`config.mk`:
```
export PLATFORM = sky130hd
export DESIGN_NAME = hazard_detection_unit
export DESIGN_NICKNAME = d
export VERILOG_FILES = /design/src/rtl/hazard_detection_unit.sv
export SDC_FILE = /design/constraint.sdc
export NUM_CORES = 1
export LEC_CHECK = 0
export CORE_ASPECT_RATIO = 0.5
export CORE_MARGIN = 1.5
export CORE_UTILIZATION = 45
export CTS_BUF_LIST = sky130_fd_sc_hd__clkbuf_16
export DETAILED_ROUTE_END_ITERATION = 10
export PLACE_DENSITY = 0.78
export SETUP_SLACK_MARGIN = 0.4
export SLEW_MARGIN = 20
export SYNTH_ARGS = -nofsm -noshare
export SYNTH_HDL_FRONTEND = slang
export SYNTH_SLANG_ARGS = --single-unit
```
`constraint.sdc`:
```
create_clock -name clk -period 2.09 [get_ports clk]
set_input_delay 0.209 -clock clk [delete_from_list [all_inputs] [get_ports clk]]
set_output_delay 0.209 -clock clk [all_outputs]
set_load 0.01 [all_outputs]
```
`src/rtl/hazard_detection_unit.sv`:
```
// Load-use hazard detection, stall control and redirect flush for a 5-stage pipeline.
module hazard_detection_unit #(
  parameter int unsigned REG_ADDR_W        = 5,
  parameter int unsigned LOAD_STALL_CYCLES = 1,
  parameter int unsigned CNT_W             = 16
) (
  input  logic                  clk,
  input  logic                  reset,
  input  logic                  id_valid_i,
  input  logic [REG_ADDR_W-1:0] id_rs1_i,
  input  logic [REG_ADDR_W-1:0] id_rs2_i,
  input  logic                  id_uses_rs1_i,
  input  logic                  id_uses_rs2_i,
  input  logic [REG_ADDR_W-1:0] id_rd_i,
  input  logic                  id_reg_write_i,
  input  logic                  id_mem_read_i,
  input  logic                  ex_redirect_i,
  output logic                  bubble_o,
  output logic                  pc_write_o,
  output logic                  if_id_write_o,
  output logic                  if_id_flush_o,
  output logic [CNT_W-1:0]      stall_count_o
);

  localparam int unsigned STALL_CNT_W = 2;

  typedef enum logic {IDLE, STALL} state_e;

  state_e                  state_q, state_d;
  logic [STALL_CNT_W-1:0]  cnt_q, cnt_d;
  logic                    ex_valid_q, ex_valid_d;
  logic [REG_ADDR_W-1:0]   ex_rd_q, ex_rd_d;
  logic                    ex_mem_read_q, ex_mem_read_d;
  logic                    ex_reg_write_q, ex_reg_write_d;
  logic [CNT_W-1:0]        stall_count_q, stall_count_d;
  logic                    luh;
  logic                    stall_active;

  // Load in EX whose destination is read by the instruction in ID.
  always_comb begin
    luh = id_valid_i & ex_valid_q & ex_mem_read_q & ex_reg_write_q
          & (ex_rd_q != '0)
          & ((id_uses_rs1_i & (id_rs1_i == ex_rd_q)) |
             (id_uses_rs2_i & (id_rs2_i == ex_rd_q)));
  end

  // Next-state and pipeline control; redirect outranks any stall, reset forces a frozen bubble.
  always_comb begin
    state_d       = state_q;
    cnt_d         = cnt_q;
    bubble_o      = 1'b0;
    pc_write_o    = 1'b1;
    if_id_write_o = 1'b1;
    if_id_flush_o = 1'b0;
    stall_active  = 1'b0;

    if (ex_redirect_i) begin
      bubble_o      = 1'b1;
      if_id_flush_o = 1'b1;
      state_d       = IDLE;
      cnt_d         = '0;
    end else if (state_q == STALL) begin
      bubble_o      = 1'b1;
      pc_write_o    = 1'b0;
      if_id_write_o = 1'b0;
      stall_active  = 1'b1;
      cnt_d         = cnt_q - STALL_CNT_W'(1);
      if (cnt_q == STALL_CNT_W'(1)) begin
        state_d = IDLE;
      end
    end else if (luh) begin
      bubble_o      = 1'b1;
      pc_write_o    = 1'b0;
      if_id_write_o = 1'b0;
      stall_active  = 1'b1;
      if (LOAD_STALL_CYCLES > 1) begin
        state_d = STALL;
        cnt_d   = STALL_CNT_W'(LOAD_STALL_CYCLES - 1);
      end
    end

    if (!reset) begin
      bubble_o      = 1'b1;
      pc_write_o    = 1'b0;
      if_id_write_o = 1'b0;
      if_id_flush_o = 1'b0;
    end
  end

  // Shadow of the instruction entering EX; a bubble never produces a load or a register write.
  always_comb begin
    ex_valid_d     = 1'b0;
    ex_rd_d        = ex_rd_q;
    ex_mem_read_d  = 1'b0;
    ex_reg_write_d = 1'b0;
    if (!bubble_o) begin
      ex_valid_d     = id_valid_i;
      ex_rd_d        = id_rd_i;
      ex_mem_read_d  = id_mem_read_i;
      ex_reg_write_d = id_reg_write_i;
    end
  end

  // Saturating count of load-use stall cycles.
  always_comb begin
    stall_count_d = stall_count_q;
    if (stall_active && (stall_count_q != '1)) begin
      stall_count_d = stall_count_q + CNT_W'(1);
    end
  end

  // State, shadow and counter registers.
  always_ff @(posedge clk or negedge reset) begin
    if (!reset) begin
      state_q        <= IDLE;
      cnt_q          <= '0;
      ex_valid_q     <= 1'b0;
      ex_rd_q        <= '0;
      ex_mem_read_q  <= 1'b0;
      ex_reg_write_q <= 1'b0;
      stall_count_q  <= '0;
    end else begin
      state_q        <= state_d;
      cnt_q          <= cnt_d;
      ex_valid_q     <= ex_valid_d;
      ex_rd_q        <= ex_rd_d;
      ex_mem_read_q  <= ex_mem_read_d;
      ex_reg_write_q <= ex_reg_write_d;
      stall_count_q  <= stall_count_d;
    end
  end

  assign stall_count_o = stall_count_q;

endmodule
```
### M3 wires, run 1

(8 px per µm)
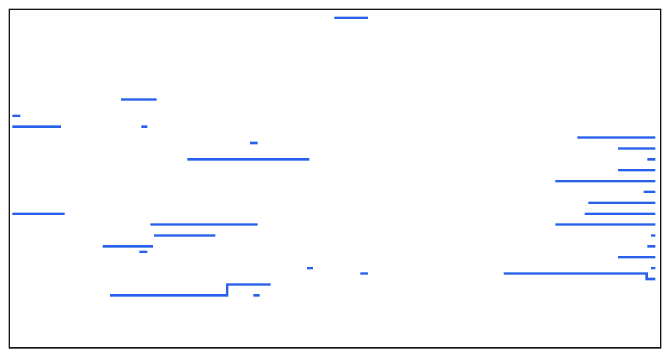
share of all routed wire: 4.6%
main direction: horizontal
nets with wire on the layer: 24
wire length on this layer: 172 µm

### Cell classes on the final placement, run 1

(6 px per µm) Fill, decap, tap and diode cells in grey.
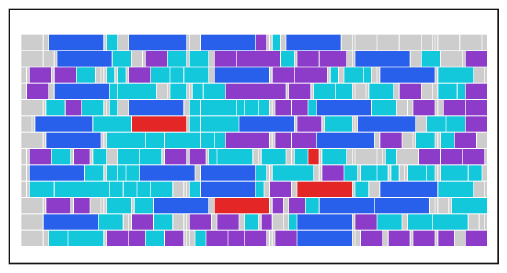
| colour | class | cells |
|---|---|---|
| blue | flops | 27 |
| purple | other buffers and delay cells | 60 |
| cyan | all other logic | 99 |
| red | clock drivers and dummy loads | 4 |

### Drive-strength map, run 1

(6 px per µm)
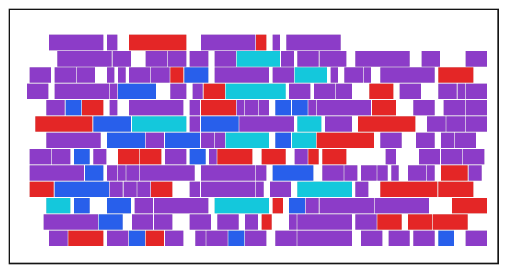
| colour | size | cells | share |
|---|---|---|---|
| purple | drive 1 or less | 127 | 67% |
| blue | drive 3 to 4 | 22 | 12% |
| red | drive 2 | 31 | 16% |
| cyan | drive 6 and up | 10 | 5.3% |

==> summary.txt, run 1 <==
total wire length: 3760 µm
switching portion of total power: 22.2%
cell type contributing the most total cell area after synthesis: sky130_fd_sc_hd__dfrtp_1
Gate Count Post-Synth: 130
fraction of standard cell area in multi-input logic: 36.8%
cell class ranked first by area: logic gates
post-CTS setup repair buffer count: 4
Unique cell types: 28
gr ovfl total: 0
Top-Level Pins: 43
net switching power of the design: 258 µW
Synth Seq Share: 49.0%
power per cell area: 512 mW/mm²
number of antenna violations at the first check in global routing: 0
detailed-router iteration count before antenna repair: 4
post-synth tally of flip-flops with integrated enable: 0
number of combinational gates with multiple inputs: 93
post-route worst hold slack: 0.0924 ns
post-layout period usage: 90.5%
IR drop worst, VDD: 0.000450 V
main flop type after synthesis: sky130_fd_sc_hd__dfrtp_1
starting utilization of the core area: 50.1%
routed wire length per instance: 16.6 µm
GRT Resource Usage Total: 20.7%
number of cells in Yosys stat: 130
number of nets at the end of the flow: 216
Basic Gates by Area: 21.3%
hold violation total from the final report: 0
# hold bufs at CTS: 0
Core Region: 0.00275 mm²
number of filler instances in the final layout: 150
die boundary width: 81.2 µm
maximum clock path buffer count: 2
proportion of netlist area held by the largest area contributor: 49.0%
filler-free cell count of the finished design: 227
First DRT Iteration DRCs: 30
Storage cell area: 682 µm²
run status: completed
FF-to-FF setup slack: 0.22 ns
Adders+Majority by Area: 1.82%
leakage: 0.000937 µW
portion of total power attributed to the clock network: 37.0%
unrepaired setup endpoints after global routing: yes
area reported by Yosys stat: 0.00138 mm²
worst hold-check path type: input pin to asynchronous set/reset pin
number of buffers added on ports: 42
number of slew-limit violations in the final report: 0
Plain + repair buffers: 60
largest driver fanout on the critical path: 4
Slowest Stage Delay on Critical Path: 0.46 ns
floorplan row count: 13
total of clock buffers placed in the layout: 3
clock buffers created by TritonCTS: 3
dominant non-sequential cell family after synthesis: simple AND/OR/NAND/NOR gates
startpoint of the worst-slack reg-to-reg timing path: ex_rd_q[1]$_DFFE_PN0N_
-- run 1: metrics by stage --
| stage | cell area [µm²] | setup TNS, ns | util [%] | setup WS, ns | total power, µW |
|---|---|---|---|---|---|
| finish | 2270 | 0 | 82.7 | 0.199 | 1160 |
| global route | 2270 | 0 | 82.7 | 0.106 | 1220 |
| CTS | 2120 | 0 | 77.2 | 0.207 | 1160 |
| detailed placement | 1900 | -0.203 | 69.0 | -0.102 | 719 |
| global placement | 1900 | -0.152 | 69.0 | -0.0733 | 713 |
| floorplan | 1410 | 0 | - | 0.303 | 636 |
-- run 1: state kept, by name, summed over array words and instances (netlist names) --
register and flops:
ex_valid_q 1, cnt_q 2, ex_mem_read_q 1, ex_rd_q 5, state_q 1, stall_count_o 16
ex_reg_write_q 1
-- run 1: routing by layer --
layer / up-vias / routed length, µm / GRT usage, %
met4: 0 / 83 / 6.90
met5: - / 0 / 0
met2: 36 / 2000 / 38.3
met3: 10 / 171 / 6.30
met1: 583 / 1510 / 22.6
li1: 572 / - / -
-- run 1: worst paths after layout --
kind | to | depth (start not counted)
max in group asynchronous | stall_count_o[8]$_DFFE_PN0P_ | 2
max | bubble_o | 7
max reg2reg | ex_rd_q[3]$_DFFE_PN0N_ | 7
min in group clk | cnt_q[0]$_DFFE_PN0P_ | 2
min reg2reg | stall_count_o[5]$_DFFE_PN0P_ | 1
min | stall_count_o[13]$_DFFE_PN0P_ | 2
-- run 1: power by group through the flow --
stage          Combinational (µW)  Clock [µW]  Sequential (µW)
6_report                      168         430              566
5_1_grt                       184         466              568
4_1_cts                       154         439              563
3_5_place_dp                  147           0              572
3_3_place_gp                  143           0              570
2_1_floorplan                70.7           0              565
### Routing congestion, run 1

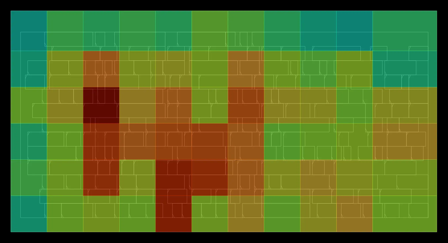

## Run 2: what changed since run 1
--- a/config.mk
+++ b/config.mk
@@ -7,10 +7,10 @@
 export LEC_CHECK = 0
 export CORE_ASPECT_RATIO = 0.5
 export CORE_MARGIN = 1.5
-export CORE_UTILIZATION = 45
+export CORE_UTILIZATION = 46
 export CTS_BUF_LIST = sky130_fd_sc_hd__clkbuf_16
 export DETAILED_ROUTE_END_ITERATION = 10
-export PLACE_DENSITY = 0.78
+export PLACE_DENSITY = 0.79
 export SETUP_SLACK_MARGIN = 0.4
 export SLEW_MARGIN = 20
 export SYNTH_ARGS = -nofsm -noshare
### Routing congestion, run 2

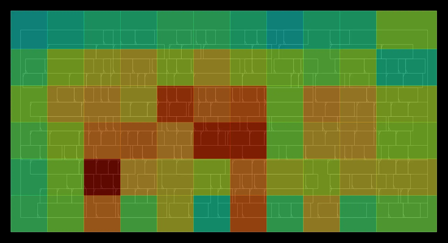
GRT Resource Usage Total: 19.9%
fraction of met1 tracks used by global routing: 24.4%
global-route track usage on met3: 5.93%
most heavily used metal layer in global routing: met2
routed wire length per instance: 14.7 µm

### M3 wires, run 2

(8 px per µm)
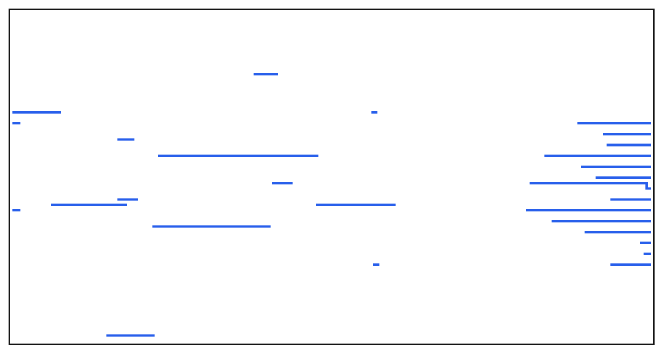
nets with wire on the layer: 25
share of all routed wire: 5.4%
wire length on this layer: 186 µm

==> run 2 against run 1 <==
  * Clock power is essentially flat
  * Utilization shrank 1.9 points
  * Setup slack worse by 0.027 ns
  * Register-to-register slack lost 0.04 ns
  * First-iteration DRC count up 3.3%
  * Worst hold slack worse by 0.023 ns
  * Critical endpoint unchanged
  * Flip-flop count unchanged
  * Via count rose by 2.5%
  * Clock-buffer cell count unchanged
  * Combinational power rose by 15%
==> summary.txt, run 2 <==
reg2reg end: ex_rd_q[1]$_DFFE_PN0N_ (was ex_rd_q[3]$_DFFE_PN0N_)
Top-Level Pins: 43 (unchanged)
number of cells in Yosys stat: 130 (unchanged)
Core Region: 0.00272 mm² (was 0.00275 mm²)
cell family with most CP delay: flip-flops (unchanged)
post-synth tally of flip-flops with integrated enable: 0 (unchanged)
run status: completed (unchanged)
clock buffers created by TritonCTS: 3 (unchanged)
cell class ranked first by area: logic gates (unchanged)
power per cell area: 539 mW/mm² (was 512 mW/mm²)
post-route worst hold slack: 0.0689 ns (was 0.0924 ns)
worst path setup slack after routing: 0.172 ns (was 0.199 ns)
leakage: 0.000933 µW (was 0.000937 µW)
startpoint of the worst-slack reg-to-reg timing path: ex_rd_q[2]$_DFFE_PN0N_ (was ex_rd_q[1]$_DFFE_PN0N_)
First DRT Iteration DRCs: 31 (was 30)
number of combinational gates with multiple inputs: 93 (unchanged)
die boundary width: 80.4 µm (was 81.2 µm)
detail-routed via count per cell: 5.24 (was 5.29)
floorplan row count: 13 (unchanged)
top metal layer carrying routed signals: met4 (unchanged)
number of buffers added on ports: 42 (unchanged)
Gate Count Post-Synth: 130 (unchanged)
Unique cell types: 28 (unchanged)
depth of the worst register-to-register path: 8 (was 7)
total wire length: 3460 µm (was 3760 µm)
# hold bufs at CTS: 0 (unchanged)
IR drop worst, VDD: 0.000363 V (was 0.000450 V)
Plain + repair buffers: 68 (was 60)
pre-CTS setup slack: -0.170 ns (was -0.102 ns)
count of final setup violators: 0 (unchanged)
TNS Setup: 0 ns (unchanged)
area reported by Yosys stat: 0.00138 mm² (unchanged)
post-layout period usage: 91.8% (was 90.5%)
Slowest Stage Delay on Critical Path: 0.44 ns (was 0.46 ns)
total of clock buffers placed in the layout: 3 (unchanged)
number of filler instances in the final layout: 164 (was 150)
largest driver fanout on the critical path: 4 (unchanged)
Storage cell area: 683 µm² (was 682 µm²)
Synth Seq Share: 49.0% (unchanged)
metal3 WL: 186 µm (was 171 µm)
gr ovfl total: 0 (unchanged)
maximum clock path buffer count: 2 (unchanged)
Met2 Wirelength: 1800 µm (was 2000 µm)
layout buffering overhead excluding clock cells: 28.1% (was 26.6%)
hold violation total from the final report: 0 (unchanged)
proportion of netlist area held by the largest area contributor: 49.0% (unchanged)
unrepaired setup endpoints after global routing: yes (unchanged)
worst hold-check path type: input pin to asynchronous set/reset pin (unchanged)
number of nets at the end of the flow: 224 (was 216)
detailed-routing wirelength on met1: 1440 µm (was 1510 µm)
flip-flop count of the largest register after layout: 16 (unchanged)
## run 2: worst max-delay path by stage
stage,from,to,slack (ns),cells after the start
finish,ex_rd_q[2]$_DFFE_PN0N_,bubble_o,0.17,7
global route,ex_rd_q[3]$_DFFE_PN0N_,bubble_o,0.11,7
CTS,ex_rd_q[2]$_DFFE_PN0N_,bubble_o,0.15,7
detailed placement,id_rs1_i[2],bubble_o,-0.17,8
global placement,id_rs1_i[1],bubble_o,-0.08,8
floorplan,ex_rd_q[4]$_DFFE_PN0N_,ex_rd_q[0]$_DFFE_PN0N_,0.30,7
## run 2: kinds of logic (layout without fill, tap and decap cells)
group                    Yosys count  count (layout)  synth area share (%)
adder cells (fa/ha/maj)            2               2                  1.82
AND/OR/NAND/NOR                   53              53                  21.3
XOR/XNOR                          24              24                  15.3
flip-flops                        27              27                  49.0
buffers and inverters             10              78                  3.63
multiplexers                       7               7                  5.63
AND-OR/OR-AND                      7               7                  3.27
## run 2: timing repair
item                       CTS  global route
setup endpoints to repair   28            28
cloned                       0             1
setup buffers                4            15
pin swaps                   14             6
gates resized               25            15
## run 2: report_power, final
group          total (µW)  leakage, µW  internal (µW)  switching (µW)
logic                 193     0.000535            127            65.9
registers             564     0.000357            541            22.1
clock network         428    0.0000409            258             170
total                1180     0.000933            926             258
## run 2: per-stage QoR
stage | area [µm²] | power [µW] | util [%] | cells
3_5_place_dp | 1890 | 716 | 69.6 | 211
5_1_grt | 2200 | 1230 | 80.8 | 235
2_1_floorplan | 1410 | 636 | - | 130
4_1_cts | 2030 | 1170 | 74.8 | 219
3_3_place_gp | 1890 | 712 | 69.6 | 211
6_report | 2200 | 1180 | 80.8 | 235
### Cell classes on the final placement, run 2

(6 px per µm) Fill, decap, tap and diode cells in grey.
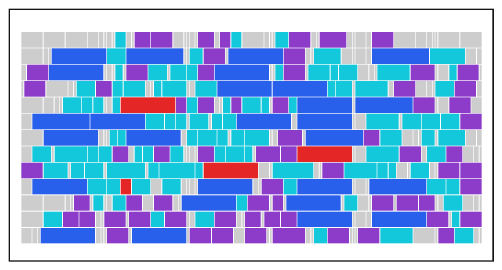

## Run 3: what changed since run 2
--- a/config.mk
+++ b/config.mk
@@ -6,7 +6,7 @@
 export NUM_CORES = 1
 export LEC_CHECK = 0
 export CORE_ASPECT_RATIO = 0.5
-export CORE_MARGIN = 1.5
+export CORE_MARGIN = 1
 export CORE_UTILIZATION = 46
 export CTS_BUF_LIST = sky130_fd_sc_hd__clkbuf_16
 export DETAILED_ROUTE_END_ITERATION = 10
==> constraint.sdc (replaced) <==
create_clock -name clk -period 2.1 [get_ports clk]
set_input_delay 0.21 -clock clk [delete_from_list [all_inputs] [get_ports clk]]
set_output_delay 0.21 -clock clk [all_outputs]
set_load 0.01 [all_outputs]
### Cell classes on the final placement, run 3

(6 px per µm) Fill, decap, tap and diode cells in grey.
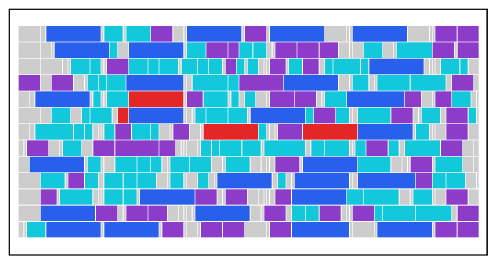
| colour | class | cells |
|---|---|---|
| blue | flops | 27 |
| red | clock drivers and dummy loads | 4 |
| purple | other buffers and delay cells | 59 |
| cyan | all other logic | 100 |

### Drive-strength map, run 3

(6 px per µm)
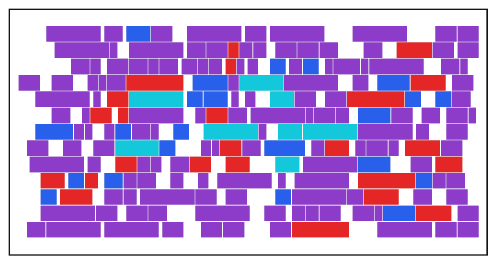
| colour | size | cells | share |
|---|---|---|---|
| cyan | drive 6 and up | 8 | 4.2% |
| red | drive 2 | 24 | 13% |
| purple | drive 1 or less | 136 | 72% |
| blue | drive 3 to 4 | 22 | 12% |

==> run 3 against run 2 <==
  * Cell area is 0.11% lower
  * Routed wire length up 3.2%
  * Utilization shrank 0.092 points
  * Largest power group unchanged
  * Critical path type unchanged
  * Via count decreased by 2.3%
  * Die size fell by 3.6%
  * Largest cell class unchanged
  * Synthesized cell count unchanged
  * Setup slack better by 0.018 ns
==> summary.txt, run 3 <==
HPWL after detailed placement: 2340 µm (was 2180 µm)
worst hold-check path type: input pin to asynchronous set/reset pin (unchanged)
floorplan row count: 13 (unchanged)
switching portion of total power: 22.4% (was 21.8%)
multiplexer share of the synthesized area: 5.63% (unchanged)
power per cell area: 539 mW/mm² (about the same)
post-synth tally of flip-flops with integrated enable: 0 (unchanged)
post-layout instance area: 0.00219 mm² (was 0.00220 mm²)
worst endpoint data arrival time: 1.70 ns (was 1.71 ns)
reg2reg end: ex_rd_q[1]$_DFFE_PN0N_ (unchanged)
IR drop worst, VDD: 0.000356 V (was 0.000363 V)
run status: completed (unchanged)
TritonCTS clock tree: built (unchanged)
unrepaired setup endpoints after global routing: yes (unchanged)
FF-to-FF setup slack: 0.25 ns (was 0.18 ns)
height of the die: 40.7 µm (was 41.7 µm)
main flop type after synthesis: sky130_fd_sc_hd__dfrtp_1 (unchanged)
portion of total power attributed to the clock network: 36.3% (was 36.1%)
die boundary width: 79.4 µm (was 80.4 µm)
post-route worst hold slack: 0.160 ns (was 0.0689 ns)
detail-routed via count per cell: 5.30 (was 5.24)
Top-Level Pins: 43 (unchanged)
final weighted congestion in routability-driven placement: 0.801 (was 0.784)
maximum clock path buffer count: 2 (unchanged)
number of antenna violations at the first check in global routing: 0 (unchanged)
H-tree Lvls: 1 (unchanged)
Gate Count Post-Synth: 130 (unchanged)
pre-CTS setup slack: -0.183 ns (was -0.170 ns)
cell type contributing the most total cell area after synthesis: sky130_fd_sc_hd__dfrtp_1 (unchanged)
launching instance or port of the critical path: ex_rd_q[4]$_DFFE_PN0N_ (was ex_rd_q[2]$_DFFE_PN0N_)
gr ovfl total: 0 (unchanged)
Crit Path Category: flip-flop to output pin (unchanged)
# hold bufs at CTS: 1 (was 0)
placed inst area: 0.00190 mm² (was 0.00189 mm²)
xor and xnor fraction of the mapped netlist area: 15.3% (unchanged)
clock buffers created by TritonCTS: 3 (unchanged)
number of nets at the end of the flow: 216 (was 224)
Core Region: 0.00272 mm² (unchanged)
number of buffers added on ports: 42 (unchanged)
largest driver fanout on the critical path: 4 (unchanged)
TNS Setup: 0 ns (unchanged)
cell internal power dissipation: 916 µW (was 926 µW)
post-layout period usage: 91.0%
Post-CTS Resized: 22 (was 25)
Unique cell types: 28 (unchanged)
filler-free cell count of the finished design: 227 (was 235)
sequential power share: 47.8% (was 47.6%)
hold violation total from the final report: 0 (unchanged)
area reported by Yosys stat: 0.00138 mm² (unchanged)
Basic Gates by Area: 21.3% (unchanged)
cell total after placement: 212 (was 211)
final core area utilization: 80.7% (was 80.8%)
net switching power of the design: 265 µW (was 258 µW)
starting utilization of the core area: 50.7% (unchanged)
leakage: 0.000913 µW (was 0.000933 µW)
routed wire length per instance: 15.7 µm (was 14.7 µm)
total wire length: 3570 µm (was 3460 µm)
Synth Seq Share: 49.0% (unchanged)
dominant non-sequential cell family after synthesis: simple AND/OR/NAND/NOR gates (unchanged)
count of final setup violators: 0 (unchanged)
GRT Resource Usage Total: 21.9% (was 19.9%)
Power, Total: 1180 µW (about the same)
depth of the worst register-to-register path: 7 (was 8)
detailed-router iteration count before antenna repair: 4 (unchanged)
flip-flop count of the largest register after layout: 16 (unchanged)
area share of and-or/or-and cells after synthesis: 3.27% (unchanged)
most frequent cell after synthesis: sky130_fd_sc_hd__dfrtp_1 (unchanged)
Yosys Warn Count: 0 (unchanged)
number of cells in Yosys stat: 130 (unchanged)
post-CTS setup repair buffer count: 3 (was 4)
portion of total power attributed to combinational logic: 15.9% (was 16.3%)
proportion of netlist area held by the largest area contributor: 49.0% (unchanged)
number of sinks driven by the clock tree: 27 (unchanged)
First DRT Iteration DRCs: 60 (was 31)
wire length of the first global-routing pass: 5030 µm (was 5100 µm)
startpoint of the worst-slack reg-to-reg timing path: ex_rd_q[4]$_DFFE_PN0N_ (was ex_rd_q[2]$_DFFE_PN0N_)
Adders+Majority by Area: 1.82% (unchanged)
worst path setup slack after routing: 0.190 ns (was 0.172 ns)
number of slew-limit violations in the final report: 0 (unchanged)
[run 3: worst max-delay path by stage]
stage	to	slack, ns	cells after the start
after floorplan	ex_rd_q[0]$_DFFE_PN0N_	0.31	7
after global placement	bubble_o	-0.08	8
after detailed placement	bubble_o	-0.18	8
after CTS	if_id_write_o	0.17	7
after global routing	pc_write_o	0.13	7
final	if_id_write_o	0.19	7
[run 3: layout make-up]
cell class                      count  area (µm²)
Timing Repair Buffer               59         572
Tap cell                           37        46.3
Fill cell                         165         523
Inverter                            6        22.5
Clock buffer                        3        75.1
Clock inverter                      1        5.00
Multi-Input combinational cell     94         792
Sequential cell                    27         681
[run 3: critical path: stages, from the launching register on]
cell                       delay [ns]
sky130_fd_sc_hd__dfrtp_2         0.45
sky130_fd_sc_hd__buf_4           0.15
sky130_fd_sc_hd__nor2_1          0.10
sky130_fd_sc_hd__a21oi_1         0.08
sky130_fd_sc_hd__a21o_1          0.23
sky130_fd_sc_hd__buf_6           0.14
sky130_fd_sc_hd__a21boi_2        0.14
sky130_fd_sc_hd__buf_2           0.15
[run 3: cell families (layout without fill, tap and decap cells)]
logic type	after synthesis	in the layout
and+or+nand+nor	53	54
adders and majority gates	2	2
buffers and inverters	10	69
DFF	27	27
muxes	7	7
AOI/OAI and AO/OA	7	7
xor gates and xnor gates	24	24
[run 3: layer usage]
metal	part of all wire, %	track usage (%)	up-vias
met5	0	0	-
met4	0.76	2.73	0
met3	4.0	6.44	4
met2	51	42.9	29
met1	44	25.7	602
li1	-	-	568
[run 3: power groups by stage]
stage / registers, µW / logic (µW) / clock network [µW]
4_1_cts: 558 / 166 / 438
5_1_grt: 566 / 203 / 468
3_5_place_dp: 569 / 148 / 0
3_3_place_gp: 568 / 142 / 0
6_report: 564 / 188 / 429
2_1_floorplan: 563 / 70.4 / 0
Power and IR drop assume default switching activity.
